<file path="config.mk">
export PLATFORM = sky130hd
export DESIGN_NAME = frame_sequencer
export DESIGN_NICKNAME = d
export VERILOG_FILES = /design/src/rtl/frame_sequencer_pkg.sv /design/src/rtl/frame_sequencer_divider.sv /design/src/rtl/frame_sequencer.sv
export SDC_FILE = /design/constraint.sdc
export NUM_CORES = 1
export LEC_CHECK = 0
export ABC_AREA = 1
export ABC_CLOCK_PERIOD_IN_PS = 2200
export CAP_MARGIN = 20
export CELL_PAD_IN_SITES_DETAIL_PLACEMENT = 1
export CELL_PAD_IN_SITES_GLOBAL_PLACEMENT = 2
export CORE_MARGIN = 5
export CORE_UTILIZATION = 32
export DETAILED_ROUTE_END_ITERATION = 6
export GPL_ROUTABILITY_DRIVEN = 0
export PLACE_DENSITY = 0.88
export SETUP_SLACK_MARGIN = 0.02
export SLEW_MARGIN = 20
export SYNTH_ARGS = -nofsm -noshare
export SYNTH_HDL_FRONTEND = slang
export SYNTH_SLANG_ARGS = --single-unit
</file>
<file path="constraint.sdc">
create_clock -name clk -period 2.2 [get_ports clk]
set_input_delay 0.44 -clock clk [delete_from_list [all_inputs] [get_ports clk]]
set_output_delay 0.44 -clock clk [all_outputs]
set_load 0.005 [all_outputs]
</file>
<file path="src/rtl/frame_sequencer_pkg.sv">
`timescale 1ns/1ps
// Shared definitions for the frame sequencer: FSM encoding and phase indices.
package frame_sequencer_pkg;

    typedef enum logic [1:0] {
        IDLE   = 2'd0,
        PH_IN  = 2'd1,
        PH_UPD = 2'd2,
        PH_RND = 2'd3
    } seq_state_t;

    localparam int NUM_PHASES = 3;
    localparam int PH_IDX_IN  = 0;
    localparam int PH_IDX_UPD = 1;
    localparam int PH_IDX_RND = 2;

    // One-hot start mask for the subsystem with the given phase index.
    function automatic logic [NUM_PHASES-1:0] start_mask(input int idx);
        return NUM_PHASES'(1) << idx;
    endfunction

endpackage

</file>
<file path="src/rtl/frame_sequencer_divider.sv">
`timescale 1ns/1ps
// Frame-period divider: free-running 0..FRAME_DIV-1 counter that pauses while
// enable is low; tick decodes the terminal count qualified by enable.
module frame_divider #(
    parameter int FRAME_DIV = 1666667
) (
    input  logic clk,
    input  logic rst,
    input  logic enable,
    output logic tick
);

    localparam int               CNT_W    = $clog2(FRAME_DIV);
    localparam logic [CNT_W-1:0] CNT_LAST = CNT_W'(FRAME_DIV - 1);

    logic [CNT_W-1:0] cnt;

    // NOTE: sequential state uses non-blocking assignment so every flop samples pre-edge values.
    always_ff @(posedge clk) begin
        if (rst) begin
            cnt <= '0;
        end else if (enable) begin
            cnt <= (cnt == CNT_LAST) ? '0 : cnt + CNT_W'(1);
        end
    end

    assign tick = enable && (cnt == CNT_LAST);

endmodule

</file>
<file path="src/rtl/frame_sequencer.sv">
`timescale 1ns/1ps
// Frame scheduler: on each frame strobe runs input, update and render phases in
// order via start/done handshakes. Optional FRAME_SEQ_OVERRUN_STATS_EN adds a
// saturating dropped-strobe counter on overrun_total.
module frame_sequencer
    import frame_sequencer_pkg::*;
#(
    parameter int FRAME_DIV = 1666667,
    parameter int FCNT_W    = 16
) (
    input  logic                  clk,
    input  logic                  rst,
    input  logic                  enable,
    input  logic [NUM_PHASES-1:0] phase_done,
    output logic                  frame_tick,
    output logic [NUM_PHASES-1:0] phase_start,
    output logic                  busy,
    output logic [FCNT_W-1:0]     frame_count,
    output logic                  overrun,
    output logic [7:0]            overrun_total
);

    seq_state_t            state, state_nxt;
    logic [NUM_PHASES-1:0] phase_start_nxt;
    logic                  overrun_nxt;
    logic                  frame_done;

    frame_divider #(
        .FRAME_DIV (FRAME_DIV)
    ) u_divider (
        .clk    (clk),
        .rst    (rst),
        .enable (enable),
        .tick   (frame_tick)
    );

    always_ff @(posedge clk) begin
        if (rst) begin
            state       <= IDLE;
            phase_start <= '0;
            busy        <= 1'b0;
            overrun     <= 1'b0;
            frame_count <= '0;
        end else begin
            state       <= state_nxt;
            phase_start <= phase_start_nxt;
            busy        <= (state_nxt != IDLE);
            overrun     <= overrun_nxt;
            if (frame_done) begin
                frame_count <= frame_count + FCNT_W'(1);
            end
        end
    end

    // NOTE: every combinational output gets a default first, so no path can infer a latch.
    always_comb begin
        state_nxt = state;
        case (state)
            IDLE:    if (frame_tick)             state_nxt = PH_IN;
            PH_IN:   if (phase_done[PH_IDX_IN])  state_nxt = PH_UPD;
            PH_UPD:  if (phase_done[PH_IDX_UPD]) state_nxt = PH_RND;
            PH_RND:  if (phase_done[PH_IDX_RND]) state_nxt = frame_tick ? PH_IN : IDLE;
            default: state_nxt = IDLE;
        endcase
    end

    // A strobe landing mid-frame is dropped, except when it coincides with render done.
    always_comb begin
        phase_start_nxt = '0;
        overrun_nxt     = 1'b0;
        frame_done      = 1'b0;
        case (state)
            IDLE: begin
                if (frame_tick) phase_start_nxt = start_mask(PH_IDX_IN);
            end
            PH_IN: begin
                if (phase_done[PH_IDX_IN]) phase_start_nxt = start_mask(PH_IDX_UPD);
                overrun_nxt = frame_tick;
            end
            PH_UPD: begin
                if (phase_done[PH_IDX_UPD]) phase_start_nxt = start_mask(PH_IDX_RND);
                overrun_nxt = frame_tick;
            end
            PH_RND: begin
                if (phase_done[PH_IDX_RND]) begin
                    frame_done = 1'b1;
                    if (frame_tick) phase_start_nxt = start_mask(PH_IDX_IN);
                end else begin
                    overrun_nxt = frame_tick;
                end
            end
            default: ;
        endcase
    end

`ifdef FRAME_SEQ_OVERRUN_STATS_EN
    localparam logic [7:0] OVR_TOTAL_MAX = 8'hFF;

    logic [7:0] ovr_total_q;

    // Counts alongside the registered overrun pulse so both change on the same edge.
    always_ff @(posedge clk) begin
        if (rst) begin
            ovr_total_q <= '0;
        end else if (overrun_nxt && (ovr_total_q != OVR_TOTAL_MAX)) begin
            ovr_total_q <= ovr_total_q + 8'd1;
        end
    end

    assign overrun_total = ovr_total_q;
`else
    assign overrun_total = 8'd0;
`endif

endmodule

</file>
Figure 1. Zoomed window (run 1).
Region (22, 41) to (72, 91) um. Cells in grey, sequential cells in the stronger grey; small squares are vias.
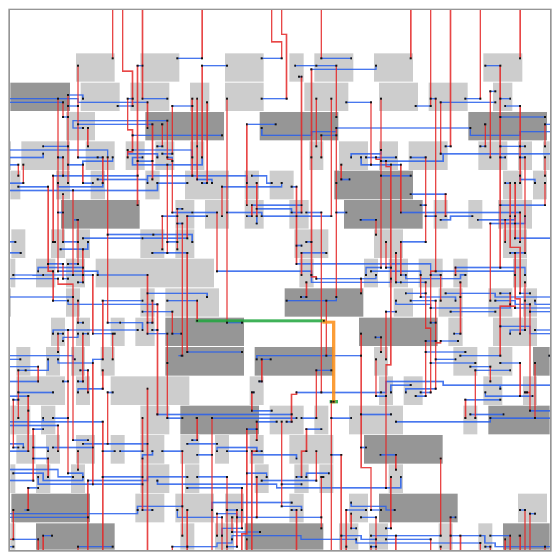
[M4] orange
[M1] blue
[M2] red
[M3] green
sequential cells in the window: 20
cells with their middle in the window: 144
most frequent: nand2_1 (20), dfxtp_1 (20), nor2_1 (18)
netlist names of flops here include: frame_count (11), u_divider.cnt (7)

Figure 2. Placement view (run 1).
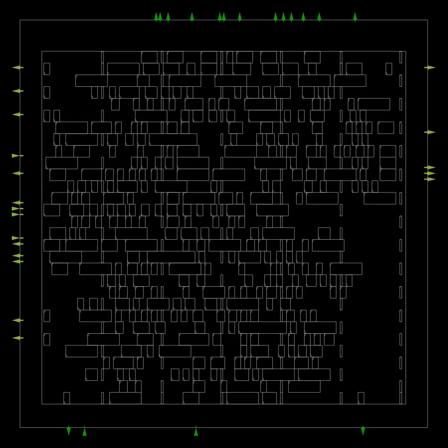
sequential share of cell area: 31.1%
Finished Layout Cells: 449
Layout fillers: 872

Figure 3. Supply network (run 1).
(4 px per um) Pins as bars on the die edge.
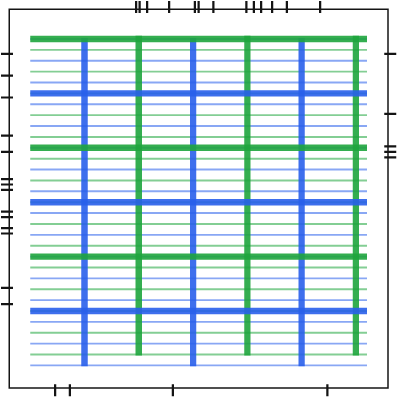
[VSS] blue
[VDD] green
met5 straps: 6
met1 rails: 31

==> impl_metrics.env, run 1 <==
# source this file to load flow results
export IMPL_slew_viol_final=0
export IMPL_synth_flop_count=44
export IMPL_synthCells=316
export IMPL_cp_required_ns=1.76
export IMPL_mappedNetlistArea_sq_um=2270
export IMPL_hp_class="reg -> reg"
export IMPL_via_per_inst=4.51
export IMPL_top_cell="nand2_1"
export IMPL_crit_fanout=2
export IMPL_reg2reg_depth=8
export IMPL_hpwlAfterDp_mm=4.21
export IMPL_yosys_area_top_type_share_pct=38.7
export IMPL_power_density_nw_per_um2=607
export IMPL_path_clk_slew_ns=0.08
export IMPL_rr_endpoint="frame_count[14]"
export IMPL_hold_ws_ns=0.494
export IMPL_ys_chip_area_sq_um=2270
export IMPL_cts_resized=1
export IMPL_grt_pass1_vias=2051
export IMPL_fin_nets=365
export IMPL_final_seq_area_sq_um=881
export IMPL_use_met2_pct=22.0
export IMPL_clock_latency_ns=0.30
export IMPL_ant_nets=0
export IMPL_edf_count=0
export IMPL_postSynthSeqShare_pct=38.7
export IMPL_cts_buffers=5
export IMPL_top_usage_layer="met2"
export IMPL_grt_met1_usage_pct=16.4
export IMPL_io_buffers=27
export IMPL_rr_startpoint="state[1]"
export IMPL_peakVddDrop_mv=0.325
export IMPL_synth_top_cell_by_area="dfxtp_1"
export IMPL_status="complete, no violations"
export IMPL_lay_top_cells="57 x nand2_1, 52 x nor2_1, 44 x dfxtp_1"
export IMPL_cp_start_kind="input port"
export IMPL_fp_util_pct=33.1
export IMPL_grt_max_degree=15
export IMPL_leakage_nw=1.16
export IMPL_ys_top_cells_by_area="dfxtp_1 39%, nand2_1 9.4%, nor2_1 8.6%, inv_1 5.9%, ha_1 3.9%"
export IMPL_ys_cells=316
export IMPL_synthArstFlopShare_pct=0
export IMPL_vias=2024
export IMPL_cts_num_sinks=44
export IMPL_finalHoldViolations=0
export IMPL_root_buffer="clkbuf_8"
export IMPL_drv_cap=0
export IMPL_fin_area_sq_um=2830
export IMPL_finalWirelength_mm=5.24
export IMPL_flop_cell="dfxtp_1"
export IMPL_antennaDiodeCount=0
export IMPL_row_count=30
export IMPL_crit_type="in -> out"
export IMPL_combGateArea_sq_um=1170
export IMPL_holdBufCountCts=0
export IMPL_synthDistinctLibCells=35
export IMPL_placed_area_sq_um=2670
export IMPL_drive_above_1_share_pct=11.9
export IMPL_pre_cts_slack_ns=-0.0934
export IMPL_antenna_found_initial=0
export IMPL_r2r_slack_ns=0.54
export IMPL_grt_use_total_pct=12.8
export IMPL_setup_slack_ns=0.183
export IMPL_gr_total_overflow=0
export IMPL_coreArea_sq_um=6870
export IMPL_finalClockSkew_ns=0.00931
export IMPL_cts_tree="yes"
export IMPL_dieArea_sq_um=8890
export IMPL_h_tree_depth=2
export IMPL_post_cts_buffers=0
export IMPL_rsz0062_at_grt="no"
export IMPL_lay_top_count="nand2_1"
export IMPL_postSynthAreaPerCell_sq_um=7.19
export IMPL_holdCritStartpoint="u_divider.cnt[19]"
export IMPL_p_total_w=0.00172
export IMPL_placedCellCount=441
export IMPL_period_minus_slack_ns=2.02
export IMPL_ios=36
export IMPL_holdPathStages=2
export IMPL_warnings=30
export IMPL_yosysWarnings=0
export IMPL_setup_tns_ns=0
export IMPL_drt_pass1_iterations=4
export IMPL_cts_buffer_depth=2
export IMPL_period_used_pct=91.7
export IMPL_fp_dieW_um=94.3
export IMPL_met3_usage_pct=2.56
export IMPL_max_freq_mhz=496
export IMPL_die_h_um=94.3
export IMPL_wire_per_inst_um=11.7
export IMPL_arrival_ns=1.58
export IMPL_worstSetupEndpointType="primary output"
export IMPL_setup_viol=0
export IMPL_drtIter0Drc=64
export IMPL_common_cells="57 x nand2_1, 52 x nor2_1, 44 x dfxtp_1"
export IMPL_final_util_pct=41.2
export IMPL_worstHoldEndpoint="u_divider.cnt[19]"
export IMPL_drcViolationCount=0
export IMPL_syn2layout_area_growth_pct=24.5
export IMPL_grt_pass1_wl_mm=9.34
==> run 1: logic make-up after synthesis <==
group,synth area share [%]
other,0.165
DFF,38.7
AOI/OAI and AO/OA,9.85
buffers and inverters,10.9
adders and majority gates,3.85
and+or+nand+nor,34.2
xor gates and xnor gates,2.31
==> run 1: how the worst max path moves through the flow <==
stage | from | to | slack, ns | cells past startpoint
detailed placement | enable | frame_tick | -0.09 | 6
global placement | enable | frame_tick | -0.09 | 6
finish | enable | frame_tick | 0.18 | 6
CTS | enable | frame_tick | 0.16 | 6
floorplan | state[1] | frame_count[15] | 0.78 | 11
global route | u_divider.cnt[11] | frame_tick | 0.05 | 7
==> run 1: worst max-delay path: stages <==
cell	delay (ns)
clkdlybuf4s50_1	0.48
nand4_1	0.11
nor2_1	0.15
nand3_2	0.09
inv_1	0.06
dlygate4sd2_1	0.23
==> run 1: where the power goes <==
part           internal (W)  leakage, nW  switching [W]
logic             0.0000240        0.724      0.0000321
clock network      0.000568       0.0784       0.000290
registers          0.000799        0.355     0.00000400
==> run 1: final cells by class <==
type	instances	share of cell area (%)
Multi-Input combinational cell	223	41.4
Sequential cell	44	31.1
Timing Repair Buffer	34	11.8
Inverter	44	5.84
Tap cell	96	4.24
Clock inverter	3	3.18
Clock buffer	5	2.43
==> run 1: routing by layer <==
metal / vias up / share of wire (%)
met2: 31 / 47
met5: - / 0
met3: 4 / 3.1
met1: 931 / 49
met4: 0 / 0.72
li1: 1058 / -
==> run 1: state kept, by name, summed over array words and instances (netlist names) <==
register and count:
busy 1, frame_count 16, overrun 1, phase_start 3
state 2, u_divider.cnt 21
Figure 4. Wire density map (run 1).
(4 px per um) 19 x 19 tiles, from dark purple (low) to yellow (high), scaled to the fullest tile. Values are wire area over tile area, all layers added.
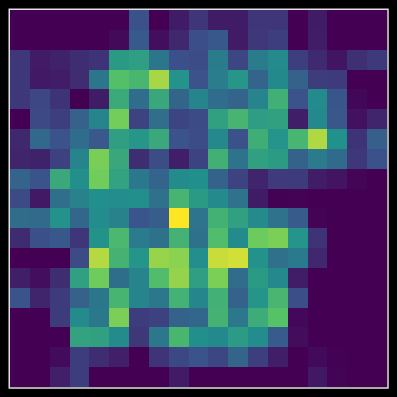

==> run 1 -> run 2 <==
--- a/config.mk
+++ b/config.mk
@@ -14,8 +14,10 @@
 export CORE_UTILIZATION = 32
 export DETAILED_ROUTE_END_ITERATION = 6
 export GPL_ROUTABILITY_DRIVEN = 0
+export GPL_TIMING_DRIVEN = 0
 export PLACE_DENSITY = 0.88
 export SETUP_SLACK_MARGIN = 0.02
+export SKIP_CTS_REPAIR_TIMING = 1
 export SLEW_MARGIN = 20
 export SYNTH_ARGS = -nofsm -noshare
 export SYNTH_HDL_FRONTEND = slang
Figure 5. Wire density map (run 2).
(4 px per um) 19 x 19 tiles, from dark purple (low) to yellow (high), scaled to the fullest tile. Values are wire area over tile area, all layers added.
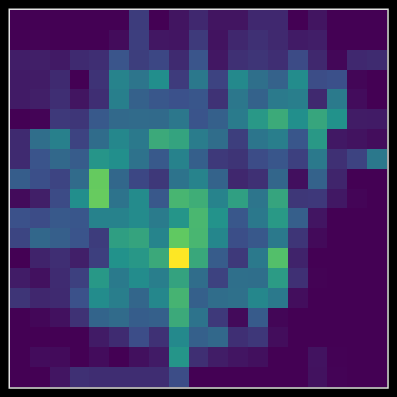
tiles over half the peak: 9.4%
nearly empty tiles: 24%
emptiest ninth of the die: lower right
densest ninth of the die: centre
fullest tile: 0.45

==> impl_metrics.env, run 2 <==
# source this file to load flow results
export IMPL_root_buffer="clkbuf_8"
export IMPL_wire_per_inst_um=12.1
export IMPL_worst_pin_slew_ns=0.583
export IMPL_slowest_delay_ns=0.49
export IMPL_hpwlAfterDp_mm=4.28
export IMPL_grt_max_degree=15
export IMPL_ios=36
export IMPL_placedCellCount=446
export IMPL_yosys_area_top_type_share_pct=38.7
export IMPL_lay_top_count="nand2_1"
export IMPL_path_clk_slew_ns=0.09
export IMPL_flop_cell="dfxtp_1"
export IMPL_edf_count=0
export IMPL_largest_register_ffs=21
export IMPL_fp_util_pct=33.1
export IMPL_hp_class="reg -> reg"
export IMPL_finalClockSkew_ns=0.0126
export IMPL_lay_top_cells="57 x nand2_1, 50 x nor2_1, 44 x dfxtp_1"
export IMPL_top_regs="u_divider.cnt x21, frame_count x16, phase_start x3"
export IMPL_yosysWarnings=0
export IMPL_arrival_ns=1.51
export IMPL_fin_nets=371
export IMPL_simple_gate_share_pct=34.2
export IMPL_p_total_w=0.00172
export IMPL_ys_top_cells_by_area="dfxtp_1 39%, nand2_1 9.4%, nor2_1 8.6%, inv_1 5.9%, ha_1 3.9%"
export IMPL_cp_cell_sequence="clkdlybuf4s50_1, nand4_1, nor2_2, nand3_2, inv_1, dlymetal6s2s_1"
export IMPL_fin_area_sq_um=2860
export IMPL_mux_area_share_pct=0
export IMPL_clock_latency_ns=0.30
export IMPL_top_cell="nand2_1"
export IMPL_fp_dieW_um=94.3
export IMPL_crit_type="in -> out"
export IMPL_drtIter0Drc=47
export IMPL_synth_top_cell_by_area="dfxtp_1"
export IMPL_grt_use_total_pct=13.3
export IMPL_vias=2091
export IMPL_io_buffers=27
export IMPL_cp_required_ns=1.76
export IMPL_rsz0062_at_grt="no"
export IMPL_period_minus_slack_ns=1.95
export IMPL_synth_flop_count=44
export IMPL_ant_nets=0
export IMPL_gr_total_overflow=0
export IMPL_regMostFlops="u_divider.cnt"
export IMPL_ys_cells=316
export IMPL_synthArstFlopShare_pct=0
export IMPL_h_tree_depth=2
export IMPL_antenna_found_initial=0
export IMPL_warnings=30
export IMPL_ys_sh_xor_pct=2.31
export IMPL_adder_share_pct=3.85
export IMPL_antennaDiodeCount=0
export IMPL_relSlewSlack_pct=61.1
export IMPL_cts_tree="yes"
export IMPL_postSynthAreaPerCell_sq_um=7.19
export IMPL_cts_num_sinks=44
export IMPL_grt_pass1_vias=2117
export IMPL_via_per_inst=4.60
export IMPL_crit_fanout=3
export IMPL_postSynthSeqShare_pct=38.7
export IMPL_coreArea_sq_um=6870
export IMPL_placed_area_sq_um=2690
export IMPL_ys_chip_area_sq_um=2270
export IMPL_finalHoldViolations=0
export IMPL_fin_cells=455
export IMPL_cp_start_kind="input port"
export IMPL_synthAoiAreaFrac_pct=9.85
export IMPL_common_cells="57 x nand2_1, 52 x nor2_1, 44 x dfxtp_1"
export IMPL_cp_slowest_cell="clkdlybuf4s50_1"
export IMPL_status="complete, no violations"
export IMPL_max_freq_mhz=513
export IMPL_top_logic_kind="simple AND/OR/NAND/NOR gates"
export IMPL_drv_cap=0
export IMPL_synthDistinctLibCells=35
export IMPL_worstSetupEndpointType="primary output"
export IMPL_drive_above_1_share_pct=13.4
export IMPL_die_h_um=94.3
export IMPL_mappedNetlistArea_sq_um=2270
export IMPL_path_buffers=3
export IMPL_drcViolationCount=0
export IMPL_slew_viol_final=0
export IMPL_cp_top_family="buffers and inverters"
export IMPL_power_density_nw_per_um2=601
export IMPL_row_count=30
export IMPL_synthCells=316
export IMPL_grt_pass1_wl_mm=9.50
export IMPL_peakVddDrop_mv=0.225
export IMPL_syn2layout_area_growth_pct=26.0
export IMPL_cts_buffers=5
export IMPL_finalWirelength_mm=5.49
export IMPL_period_used_pct=88.6
export IMPL_leakage_nw=1.19
export IMPL_drt_pass1_iterations=4
export IMPL_setup_viol=0
export IMPL_cts_buffer_depth=2
export IMPL_hold_ws_ns=0.488
export IMPL_dieArea_sq_um=8890
Figure 6. Drive-strength map (run 2).
(3 px per um)
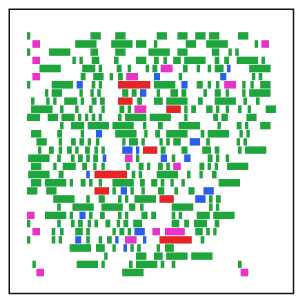
[x2] blue | cells: 23 | most used: inv_2
[x3 and x4] magenta | cells: 17 | most used: buf_4
[x1 and smaller] green | cells: 311 | most used: nand2_1
[x6 and larger] red | cells: 8 | most used: clkbuf_8

[run 2: area by class of cell]
cell class,count,area [sq um]
clock buffer,5,68.8
buffer,12,82.6
clock inverter,3,90.1
multi-input combinational,223,1180
timing repair buffer,28,280
sequential,44,881
inverter,44,165
tap,96,120
fill,875,4010
[run 2: power breakdown]
group          switching, W  internal, W  leakage, nW
clock              0.000286     0.000568       0.0784
sequential       0.00000438     0.000799        0.355
combinational     0.0000347    0.0000288        0.759
[run 2: cells by family (layout without fill, tap and decap cells)]
logic type / count (synthesis) / count (layout)
fa+ha+maj: 7 / 7
compound gates: 40 / 40
flops: 44 / 44
buf+inv: 56 / 92
xor+xnor: 6 / 6
simple gates: 162 / 162
other cells: 1 / 8
[run 2: path summary, 6_finish.rpt]
check | cells past startpoint | end | start | slack, ns
worst max-delay path | 6 | frame_tick | enable | 0.25
worst min-delay path | 1 | u_divider.cnt[7] | u_divider.cnt[7] | 0.49
worst max register to register | 8 | frame_count[14] | state[1] | 0.53
worst min register to register | 1 | u_divider.cnt[7] | u_divider.cnt[7] | 0.49
[run 2: metal layers]
metal	track usage [%]	share of wire, %
met1	16.3	46
met2	22.9	49
met3	3.04	3.3
met4	4.33	1.3
met5	0	0
[run 2: metrics by stage]
step | utilization (%) | setup TNS, ns | setup slack [ns]
3_3_place_gp | 39.2 | -0.187 | -0.187
2_1_floorplan | - | 0 | 0.775
4_1_cts | 41.5 | -0.243 | -0.243
6_report | 41.7 | 0 | 0.250
5_1_grt | 41.7 | 0 | 0.163
3_5_place_dp | 39.2 | -0.195 | -0.195
[run 2: worst register-to-register path: cells and delay by family, from the launching register on]
kind	cells	cell delay [ns]
AND/OR/NAND/NOR	7	0.97
adder cells (fa/ha/maj)	1	0.21
flip-flops	1	0.41
Figure 7. Zoomed window (run 2).
Region (22, 41) to (72, 91) um. Cells in grey, sequential cells in the stronger grey; small squares are vias.
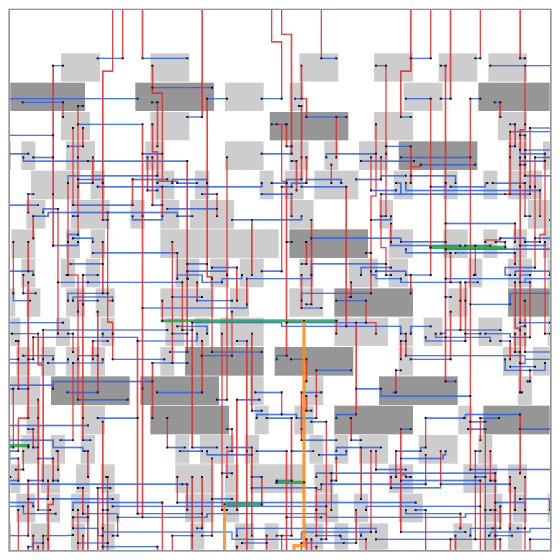

==> run 2 -> run 3 <==
--- a/config.mk
+++ b/config.mk
@@ -16,6 +16,7 @@
 export GPL_ROUTABILITY_DRIVEN = 0
 export GPL_TIMING_DRIVEN = 0
 export PLACE_DENSITY = 0.88
+export REMOVE_ABC_BUFFERS = 1
 export SETUP_SLACK_MARGIN = 0.02
 export SKIP_CTS_REPAIR_TIMING = 1
 export SLEW_MARGIN = 20
Figure 8. Zoomed window (run 3).
Region (22, 41) to (72, 91) um. Cells in grey, sequential cells in the stronger grey; small squares are vias.
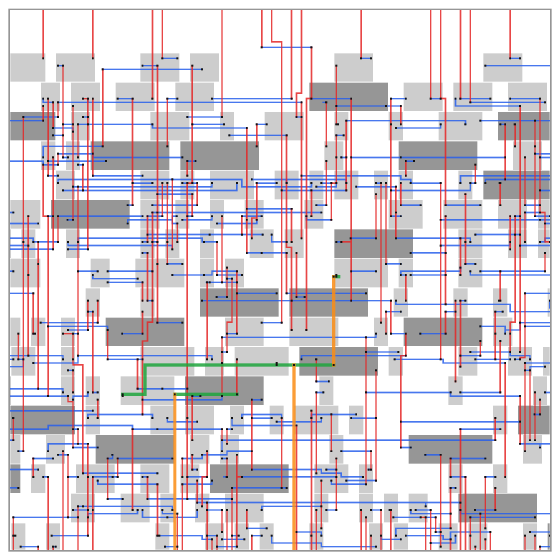
[M4] orange
[M3] green
[M2] red
[M1] blue
netlist names of flops here include: frame_count (11), u_divider.cnt (7)
sequential cells in the window: 20
cells with their middle in the window: 151
most frequent: nor2_1 (25), nand2_1 (19), dfxtp_1 (19)

==> impl_metrics.env, run 3 <==
# source this file to load flow results
export IMPL_fin_cells=445
export IMPL_wire_per_inst_um=12.2
export IMPL_cp_slowest_cell="dfxtp_4"
export IMPL_synthDistinctLibCells=35
export IMPL_synth_top_cell_by_area="dfxtp_1"
export IMPL_met3_usage_pct=3.04
export IMPL_drtIter0Drc=43
export IMPL_path_buffers=3
export IMPL_lay_top_cells="57 x nand2_1, 51 x nor2_1, 38 x dfxtp_1"
export IMPL_die_h_um=94.3
export IMPL_combGateArea_sq_um=1170
export IMPL_netSwitchingFraction_pct=21.6
export IMPL_postSynthSeqShare_pct=38.7
export IMPL_cts_tree="yes"
export IMPL_grt_use_total_pct=13.1
export IMPL_dieArea_sq_um=8890
export IMPL_lay_top_count="nand2_1"
export IMPL_status="complete, no violations"
export IMPL_mappedNetlistArea_sq_um=2270
export IMPL_period_minus_slack_ns=1.91
export IMPL_routed_top_layer="met4"
export IMPL_fin_nets=361
export IMPL_cts_num_sinks=44
export IMPL_ios=36
export IMPL_antenna_found_initial=0
export IMPL_hpwlAfterDp_mm=4.07
export IMPL_grt_pass1_wl_mm=9.32
export IMPL_mux_area_share_pct=0
export IMPL_slew_viol_final=0
export IMPL_p_int_w=0.00119
export IMPL_synthCells=316
export IMPL_yosysWarnings=0
export IMPL_via_per_inst=4.60
export IMPL_power_density_nw_per_um2=547
export IMPL_vias=2046
export IMPL_common_cells="57 x nand2_1, 52 x nor2_1, 44 x dfxtp_1"
export IMPL_ys_top_cells_by_area="dfxtp_1 39%, nand2_1 9.4%, nor2_1 8.6%, inv_1 5.9%, ha_1 3.9%"
export IMPL_cp_top_family="flip-flops"
export IMPL_root_buffer="clkbuf_8"
export IMPL_final_util_pct=40.2
export IMPL_ys_sh_xor_pct=2.31
export IMPL_edf_count=0
export IMPL_cts_buffers=5
export IMPL_top_cell="nand2_1"
export IMPL_period_used_pct=86.8
export IMPL_relSlewSlack_pct=63.6
export IMPL_io_buffers=27
export IMPL_antennaDiodeCount=0
export IMPL_finalClockSkew_ns=0.00634
export IMPL_synth_flop_count=44
export IMPL_top_logic_kind="simple AND/OR/NAND/NOR gates"
export IMPL_postSynthAreaPerCell_sq_um=7.19
export IMPL_clock_latency_ns=0.30
export IMPL_use_met2_pct=22.2
export IMPL_setup_viol=0
export IMPL_regMostFlops="u_divider.cnt"
export IMPL_crit_fanout=5
export IMPL_cp_start_kind="flip-flop"
export IMPL_peakVddDrop_mv=0.282
export IMPL_drive_above_1_share_pct=13.2
export IMPL_leakage_nw=1.14
export IMPL_fill_cells=878
export IMPL_crit_type="reg -> out"
export IMPL_adder_share_pct=3.85
export IMPL_simple_gate_share_pct=34.2
Figure 9. Drive-strength map (run 3).
(3 px per um)
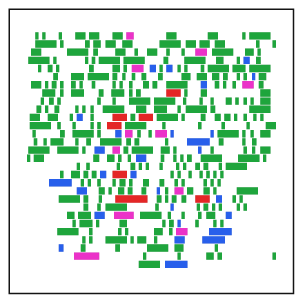
fin area: 2760 sq um
Non-CTS buffers: 30
worst setup margin: 0.291 ns
synthesis-to-finish area growth: 21.6%

-- run 3: cell counts after synthesis --
No cell type changed its count.
-- run 3: cells by family (layout without fill, tap and decap cells) --
| family | count (synthesis) | count (layout) |
|---|---|---|
| other | 1 | 8 |
| adder cells (fa/ha/maj) | 7 | 7 |
| AND/OR/NAND/NOR | 162 | 162 |
| XOR/XNOR | 6 | 6 |
| flip-flops | 44 | 44 |
| AND-OR/OR-AND | 40 | 40 |
| buffers and inverters | 56 | 82 |
-- run 3: per-stage QoR --
stage / cell area, sq um / setup WS (ns)
6_report: 2760 / 0.291
5_1_grt: 2760 / 0.176
3_3_place_gp: 2610 / -0.484
2_1_floorplan: 2220 / 0.775
4_1_cts: 2730 / -0.495
3_5_place_dp: 2610 / -0.493
-- run 3: final timing paths --
check	cells past startpoint	from	end
setup / recovery	7	u_divider.cnt[0]	frame_tick
hold / removal	2	u_divider.cnt[16]	u_divider.cnt[16]
setup reg to reg	10	u_divider.cnt[0]	u_divider.cnt[20]
hold reg to reg	2	u_divider.cnt[16]	u_divider.cnt[16]
-- run 3: layout make-up --
class	instances	area share (%)
multi-input combinational	223	42.5
sequential	44	32.2
timing repair buffer	30	10.6
inverter	44	5.98
tap	96	4.35
clock buffer	6	2.99
clock inverter	2	1.40
-- run 3: tightest hold or removal path: stages, from the launching register on --
cell and delay (ns):
dfxtp_2 0.34, inv_2 0.06, a21oi_1 0.06
-- run 3: power groups by stage --
| stage | Combinational, W | Clock [W] | Sequential, W |
|---|---|---|---|
| final | 0.0000475 | 0.000663 | 0.000803 |
| after global routing | 0.0000550 | 0.000728 | 0.000804 |
| after floorplan | 0.0000246 | 0 | 0.000821 |
| after detailed placement | 0.0000488 | 0 | 0.000822 |
| after CTS | 0.0000493 | 0.000699 | 0.000803 |
| after global placement | 0.0000476 | 0 | 0.000821 |
No activity file was given, so power comes from the tool's default toggle rates.
